**config.mk**
```make
export PLATFORM = sky130hd
export DESIGN_NAME = ddr_burst_serializer
export DESIGN_NICKNAME = d
export VERILOG_FILES = /design/src/rtl/ddr_out_pkg.sv /design/src/rtl/ddr_pair_shifter.sv /design/src/rtl/ddr_burst_serializer.sv
export SDC_FILE = /design/constraint.sdc
export NUM_CORES = 1
export LEC_CHECK = 0
export ABC_AREA = 1
export CAP_MARGIN = 20
export CORE_UTILIZATION = 55
export DETAILED_ROUTE_END_ITERATION = 6
export HOLD_SLACK_MARGIN = 0.06
export PLACE_DENSITY_LB_ADDON = 0.05
export SLEW_MARGIN = 5
export SYNTH_ARGS = -nofsm -noshare
export SYNTH_HDL_FRONTEND = slang
export SYNTH_SLANG_ARGS = --single-unit
```
**constraint.sdc**
```tcl
create_clock -name clk -period 4.4 [get_ports clk]
set_clock_uncertainty 0.1 [all_clocks]
set_input_delay 0.88 -clock clk [delete_from_list [all_inputs] [get_ports clk]]
set_output_delay 0.88 -clock clk [all_outputs]
set_load 0.005 [all_outputs]
```
**src/rtl/ddr_out_pkg.sv**
```systemverilog
// Shared state, preamble pattern and counter width
// for the DDR burst serializer.
package ddr_out_pkg;

   typedef enum logic [1:0] {
      IDLE,
      PRE,
      DATA,
      POST
   } ddr_state_e;

   localparam logic PRE_D1 = 1'b1;
   localparam logic PRE_D2 = 1'b0;
   localparam int   WCNT_W = 16;

endpackage

```
**src/rtl/ddr_pair_shifter.sv**
```systemverilog
// Word-wide load / shift-by-2 register that presents
// the next D1/D2 bit pair on its two LSBs.
module ddr_pair_shifter #(
   parameter int WORD_W = 16
) (
   input  logic              clk,
   input  logic              rst,
   input  logic              load_i,
   input  logic              shift_i,
   input  logic [WORD_W-1:0] data_i,
   output logic [1:0]        pair_o
);

   logic [WORD_W-1:0] sr_q;

   always_ff @(posedge clk) begin
      if (rst) begin
         sr_q <= '0;
      end else if (load_i) begin
         sr_q <= data_i;
      end else if (shift_i) begin
         sr_q <= sr_q >> 2;
      end
   end

   assign pair_o = sr_q[1:0];

endmodule

```
**src/rtl/ddr_burst_serializer.sv**
```systemverilog
// Frames valid/ready words into preamble/data/postamble
// bursts of D1/D2 pairs plus output enable for ODDRE1/IOBUF.
module ddr_burst_serializer
   import ddr_out_pkg::*;
#(
   parameter int WORD_W        = 16,
   parameter int PREAMBLE_CYC  = 2,
   parameter int POSTAMBLE_CYC = 1
) (
   input  logic              clk,
   input  logic              rst,
   input  logic              enable,
   input  logic [WORD_W-1:0] s_data,
   input  logic              s_valid,
   input  logic              s_last,
   output logic              s_ready,
   output logic              d1,
   output logic              d2,
   output logic              oe_n,
   output logic              busy,
   output logic              underrun,
   output logic [WCNT_W-1:0] word_cnt
);

   localparam int BEATS = WORD_W / 2;
   localparam int BW    = (BEATS > 1) ? $clog2(BEATS) : 1;
   localparam int MAXC  = (PREAMBLE_CYC > POSTAMBLE_CYC) ?
                          PREAMBLE_CYC : POSTAMBLE_CYC;
   localparam int CW    = (MAXC > 1) ? $clog2(MAXC) : 1;

   localparam logic [BW-1:0] LAST_BEAT = BW'(BEATS - 1);
   localparam logic [CW-1:0] PRE_END   = CW'(PREAMBLE_CYC - 1);
   localparam logic [CW-1:0] POST_END  = CW'(POSTAMBLE_CYC - 1);

   if ((WORD_W % 2) != 0 || WORD_W < 2) begin : g_bad_width
      $fatal(1, "ddr_burst_serializer: WORD_W must be even and >= 2");
   end

   ddr_state_e        state_q, state_d;
   logic [BW-1:0]     beat_q;
   logic [CW-1:0]     cyc_q;
   logic              last_q;
   logic [WCNT_W-1:0] wcnt_q;
   logic              d1_q, d1_d;
   logic              d2_q, d2_d;
   logic              oe_n_q, oe_n_d;
   logic              und_q, und_d;
   logic [1:0]        pair;
   logic              accept;
   logic              last_beat;

   assign last_beat = (state_q == DATA) && (beat_q == LAST_BEAT);
   assign accept    = s_valid && s_ready;

   ddr_pair_shifter #(
      .WORD_W (WORD_W)
   ) u_shift (
      .clk     (clk),
      .rst     (rst),
      .load_i  (accept),
      .shift_i (state_q == DATA),
      .data_i  (s_data),
      .pair_o  (pair)
   );

   always_ff @(posedge clk) begin
      if (rst) begin
         state_q <= IDLE;
      end else begin
         state_q <= state_d;
      end
   end

   always_comb begin
      state_d = state_q;
      case (state_q)
         IDLE: begin
            if (accept) begin
               state_d = (PREAMBLE_CYC == 0) ? DATA : PRE;
            end
         end
         PRE: begin
            if (cyc_q == PRE_END) begin
               state_d = DATA;
            end
         end
         DATA: begin
            // a non-last word followed by a fresh word stays in DATA
            if (last_beat && !(s_valid && !last_q)) begin
               state_d = (POSTAMBLE_CYC == 0) ? IDLE : POST;
            end
         end
         POST: begin
            if (cyc_q == POST_END) begin
               state_d = IDLE;
            end
         end
         default: state_d = IDLE;
      endcase
   end

   always_comb begin
      s_ready = 1'b0;
      d1_d    = 1'b0;
      d2_d    = 1'b0;
      oe_n_d  = 1'b1;
      und_d   = 1'b0;
      case (state_q)
         IDLE: s_ready = enable;
         PRE: begin
            oe_n_d = 1'b0;
            d1_d   = PRE_D1;
            d2_d   = PRE_D2;
         end
         DATA: begin
            oe_n_d  = 1'b0;
            d1_d    = pair[0];
            d2_d    = pair[1];
            s_ready = last_beat && !last_q;
            und_d   = last_beat && !last_q && !s_valid;
         end
         POST: oe_n_d = 1'b0;
         default: ;
      endcase
   end

   always_ff @(posedge clk) begin
      if (rst) begin
         d1_q   <= 1'b0;
         d2_q   <= 1'b0;
         oe_n_q <= 1'b1;
         und_q  <= 1'b0;
         beat_q <= '0;
         cyc_q  <= '0;
         last_q <= 1'b0;
         wcnt_q <= '0;
      end else begin
         d1_q   <= d1_d;
         d2_q   <= d2_d;
         oe_n_q <= oe_n_d;
         und_q  <= und_d;
         if (accept) begin
            last_q <= s_last;
         end
         if (state_q == DATA && !last_beat) begin
            beat_q <= beat_q + 1'b1;
         end else begin
            beat_q <= '0;
         end
         // restart the phase counter on every state change
         if (state_d == state_q) begin
            cyc_q <= cyc_q + 1'b1;
         end else begin
            cyc_q <= '0;
         end
         if (state_q == IDLE && accept) begin
            wcnt_q <= '0;
         end else if (last_beat && wcnt_q != '1) begin
            wcnt_q <= wcnt_q + 1'b1;
         end
      end
   end

   assign d1       = d1_q;
   assign d2       = d2_q;
   assign oe_n     = oe_n_q;
   assign underrun = und_q;
   assign busy     = (state_q != IDLE);
   assign word_cnt = wcnt_q;

endmodule

```
==> impl_metrics.ini <==
; generated from flow reports
[worst_hold_path]
min-delay-start = beat_q[0]
whs_path_depth = 1
hold_path_class = flip-flop to flip-flop

[synthesis]
post-synth-top-area-fraction_pct = 39.4
edf_count = 0
synth_area_per_cell_um2 = 7.55
flop_cell = sky130_fd_sc_hd__dfxtp_1
fraction_of_synthesis_flops_using_an_asynchronous_set_or_reset_pin_pct = 0
synthesis.nets = 317
synth.ff_latch_count = 43
synthesis.area_um2 = 2180
yosysWarnings = 0
netlist_top_cells_count = sky130_fd_sc_hd__nand2_1 (72), sky130_fd_sc_hd__dfxtp_1 (43), sky130_fd_sc_hd__nand3_1 (39)
synth_chip_area_um2 = 2180
yosysUniqueCellTypes = 32
synthTopCellsByArea = sky130_fd_sc_hd__dfxtp_1 (39%), sky130_fd_sc_hd__nand2_1 (12%), sky130_fd_sc_hd__nand3_1 (8.9%), sky130_fd_sc_hd__a21oi_2 (4.0%), sky130_fd_sc_hd__ha_1 (4.0%)
synthesis.instances = 289

[timing]
report.final.setup_viol = 0
final.setup.worst_slack_ns = 1.07
timing.slew.headroom_pct = 47.2
layout_worst_path_cycle_share_pct = 75.6
max_clock_freq_mhz = 301
fin_hold_ws_ns = 0.332
grt_setup_unrepaired = false
timing.final.hold_violations = 0
max_slew.worst_pin.slew_ns = 0.789
timing.setup.tns_ns = 0
final.min_clock_period_ns = 3.33

[critical_path]
data_arrival_time_of_the_worst_path_ns = 2.35
cp-startpoint = state_q[0]
cp-start-kind = flip-flop
type_of_the_setup_path_with_the_least_slack = flip-flop to primary output
regToRegStartpoint = state_q[0]
cp.required_ns = 3.42
critPathMaxFanout = 18
crit_path_end_kind = primary output
r2r_slack_ns = 1.64

[clock_tree]
cts.hold.buffers_added = 0
cts_tree = done
clock_sink_count = 43
cts.path.max_buffers = 2
clk_pin_slew_worst_paths_ns = 0.08
post_cts_buffers = 0
post_cts_gate_resize_count = 0
h-tree-depth = 2

[detailed_routing]
drt-initial-drc-count = 102
first_pass_iters = 4
route.detailed.drc = 0
detail-route-antenna-nets = 0
detail_route.vias_per_cell = 5.23
post_dr_wirelength_cell_um = 11.8
num_vias = 1962
finalWirelength_um = 4430

[placed_design]
gp_routability_congestion = 0.770
preCtsSetupSlack_ns = 1.35
dp_hpwl_um = 3090
place.port_buffers = 42

[global_route]
first_global_vias = 1828
globalRouteTotalUtil_pct = 23.8
grt_max_degree = 35
wire_length_of_the_first_global_routing_pass_um = 7770
total_grt_overflow = 0
antenna_found_initial = 0

[job]
cap_violations = 0
stage_log_warnings = 29

[cells_and_area]
fillCellCount = 346
logic_area_um2 = 1150
area_growth_pct = 22.8
drive_gt1_share_pct = 11.3
seqCellArea_um2 = 861

[pwr]
totalPowerFinal_mw = 0.985
cellPowerDensity_nw_per_um2 = 367
power.ir.vdd_worst_v = 0.000292

[die]
fp_util_pct = 58.3
ioPinCount = 43

[run_status]
status = finished, final reports clean
==> per-layer routing <==
metal	global-route usage [%]	wire (µm)
met5	0	0
met2	41.5	2170
met4	9.17	50
met1	28.1	2040
met3	4.93	168
==> through the flow <==
stage                     area [µm²]  std cells  util (%)
after floorplan                 2180        289         -
after global placement          2580        367      68.8
after global routing            2680        375      71.6
after detailed placement        2580        367      68.8
after CTS                       2680        375      71.6
final                           2680        375      71.6
==> kinds of logic (layout without fill, tap and decap cells) <==
| logic type | after synthesis | after routing | synth area share [%] |
|---|---|---|---|
| simple gates | 155 | 155 | 32.2 |
| flops | 43 | 43 | 39.4 |
| compound gates | 42 | 42 | 13.2 |
| buf+inv | 34 | 72 | 7.91 |
| xor+xnor | 8 | 8 | 3.21 |
| fa+ha+maj | 7 | 7 | 4.01 |
==> registers in the layout, indices dropped and copies added (netlist names) <==
| signal | flops |
|---|---|
| beat_q | 3 |
| cyc_q | 1 |
| d1 | 1 |
| d2 | 1 |
| last_q | 1 |
| oe_n | 1 |
| state_q | 2 |
| u_shift.sr_q | 16 |
| underrun | 1 |
| word_cnt | 16 |
==> report_power, final <==
| group | internal (mW) | switching [mW] | total, mW |
|---|---|---|---|
| clock network | 0.143 | 0.139 | 0.282 |
| registers | 0.428 | 0.0232 | 0.452 |
| logic | 0.0969 | 0.154 | 0.251 |
==> cell type report <==
type	count	area share (%)
Tap cell	48	2.24
Multi-Input combinational cell	212	42.9
Sequential cell	43	32.1
Timing Repair Buffer	42	15.7
Clock inverter	1	0.280
Clock buffer	7	3.59
Inverter	22	3.17
==> worst max-delay path, cell delays in order, from the launching register on <==
cell and delay (ns):
sky130_fd_sc_hd__dfxtp_1 0.36, sky130_fd_sc_hd__inv_1 0.15, sky130_fd_sc_hd__ha_1 0.64, sky130_fd_sc_hd__nand2_4 0.11
sky130_fd_sc_hd__inv_2 0.09, sky130_fd_sc_hd__nand2_2 0.09, sky130_fd_sc_hd__nand2_2 0.10, sky130_fd_sc_hd__clkdlybuf4s50_1 0.50
==> placed cells by master (no fill, tap or decap), types with 2 or more instances in the layout <==
master                            count
sky130_fd_sc_hd__o21ai_0              4
sky130_fd_sc_hd__a21oi_2             10
sky130_fd_sc_hd__nand4_1              4
sky130_fd_sc_hd__clkdlybuf4s50_1     42
sky130_fd_sc_hd__nor3_1               2
sky130_fd_sc_hd__a31oi_1             13
sky130_fd_sc_hd__dfxtp_1             43
sky130_fd_sc_hd__nor2_2               5
sky130_fd_sc_hd__xnor2_1              3
sky130_fd_sc_hd__xor2_1               5
sky130_fd_sc_hd__ha_1                 7
sky130_fd_sc_hd__clkbuf_8             7
sky130_fd_sc_hd__nand2_2              5
sky130_fd_sc_hd__a21oi_1             12
sky130_fd_sc_hd__inv_1               19
sky130_fd_sc_hd__nor2_1              22
sky130_fd_sc_hd__nand3_1             39
sky130_fd_sc_hd__nand2_1             72
sky130_fd_sc_hd__nand2_4              2
==> path summary, 6_finish.rpt <==
| path | end |
|---|---|
| min reg2reg | beat_q[0] |
| max reg2reg | word_cnt[12] |
| max | s_ready |
| min | beat_q[0] |
Figure 1. Routed clock nets over the placement.
Bar = 20 µm.
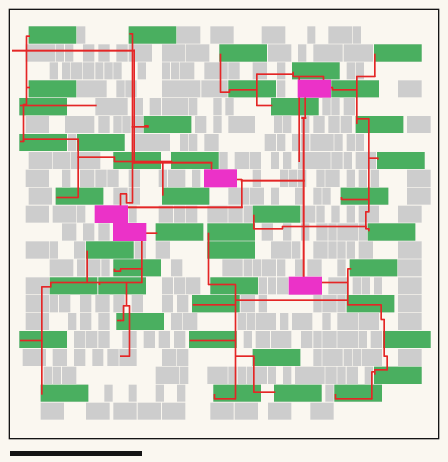
[red] clock wires | length: 528 µm
[green] flip-flops | count: 43
[magenta] clock-net drivers | count: 5
flops lie: all over the die

Figure 2. Power grid.
Bar = 20 µm. Pins as bars on the die edge. Tap cells in gray.
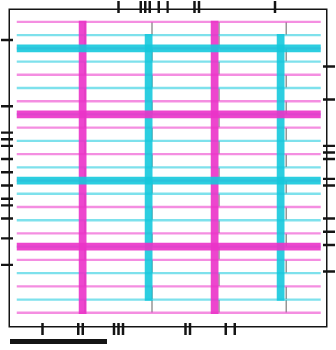
[magenta] VSS
[cyan] VDD
met1 rails: 23
rows: 22
tap cells: 48
met5 straps: 4
Die X-Extent: 65.0 µm
placeable core region: 3740 µm²

Figure 3. Routed metal, one color a layer.
Bar = 20 µm. Two of the layers only.
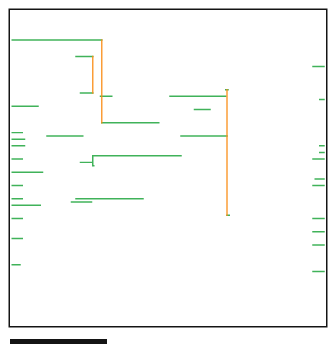
[orange] M4 | wire length: 50.3 µm
[green] M3 | wire length: 168 µm

Figure 4. Clock nets.
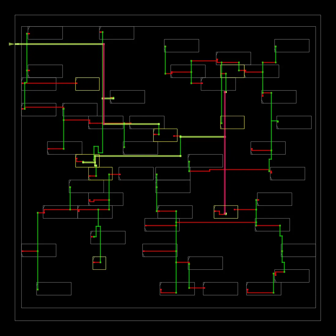
insertion delay to the later sink of the worst-skew pair: 0.30 ns
number of clock buffers in the layout: 7
power consumed by the clock network: 0.282 mW
Num CTS Buffers: 5
seq_cells: 43

Figure 5. Cells colored by class.
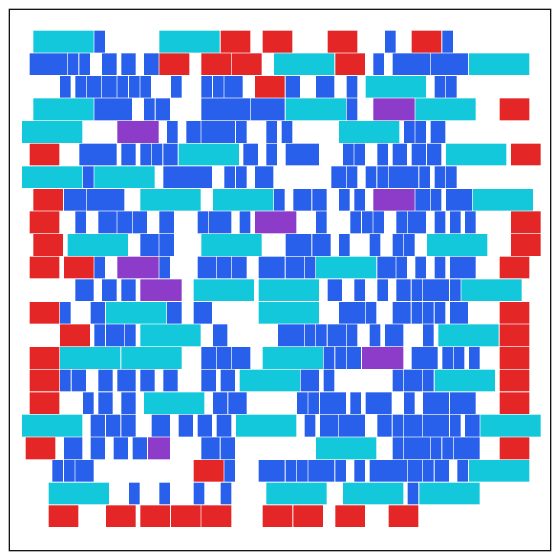
[red] remaining buffers and delay cells | cells: 42
[cyan] registers | cells: 43
[purple] clock drivers and dummy loads | cells: 8
[blue] remaining logic cells | cells: 234

Power and IR drop assume default switching activity.
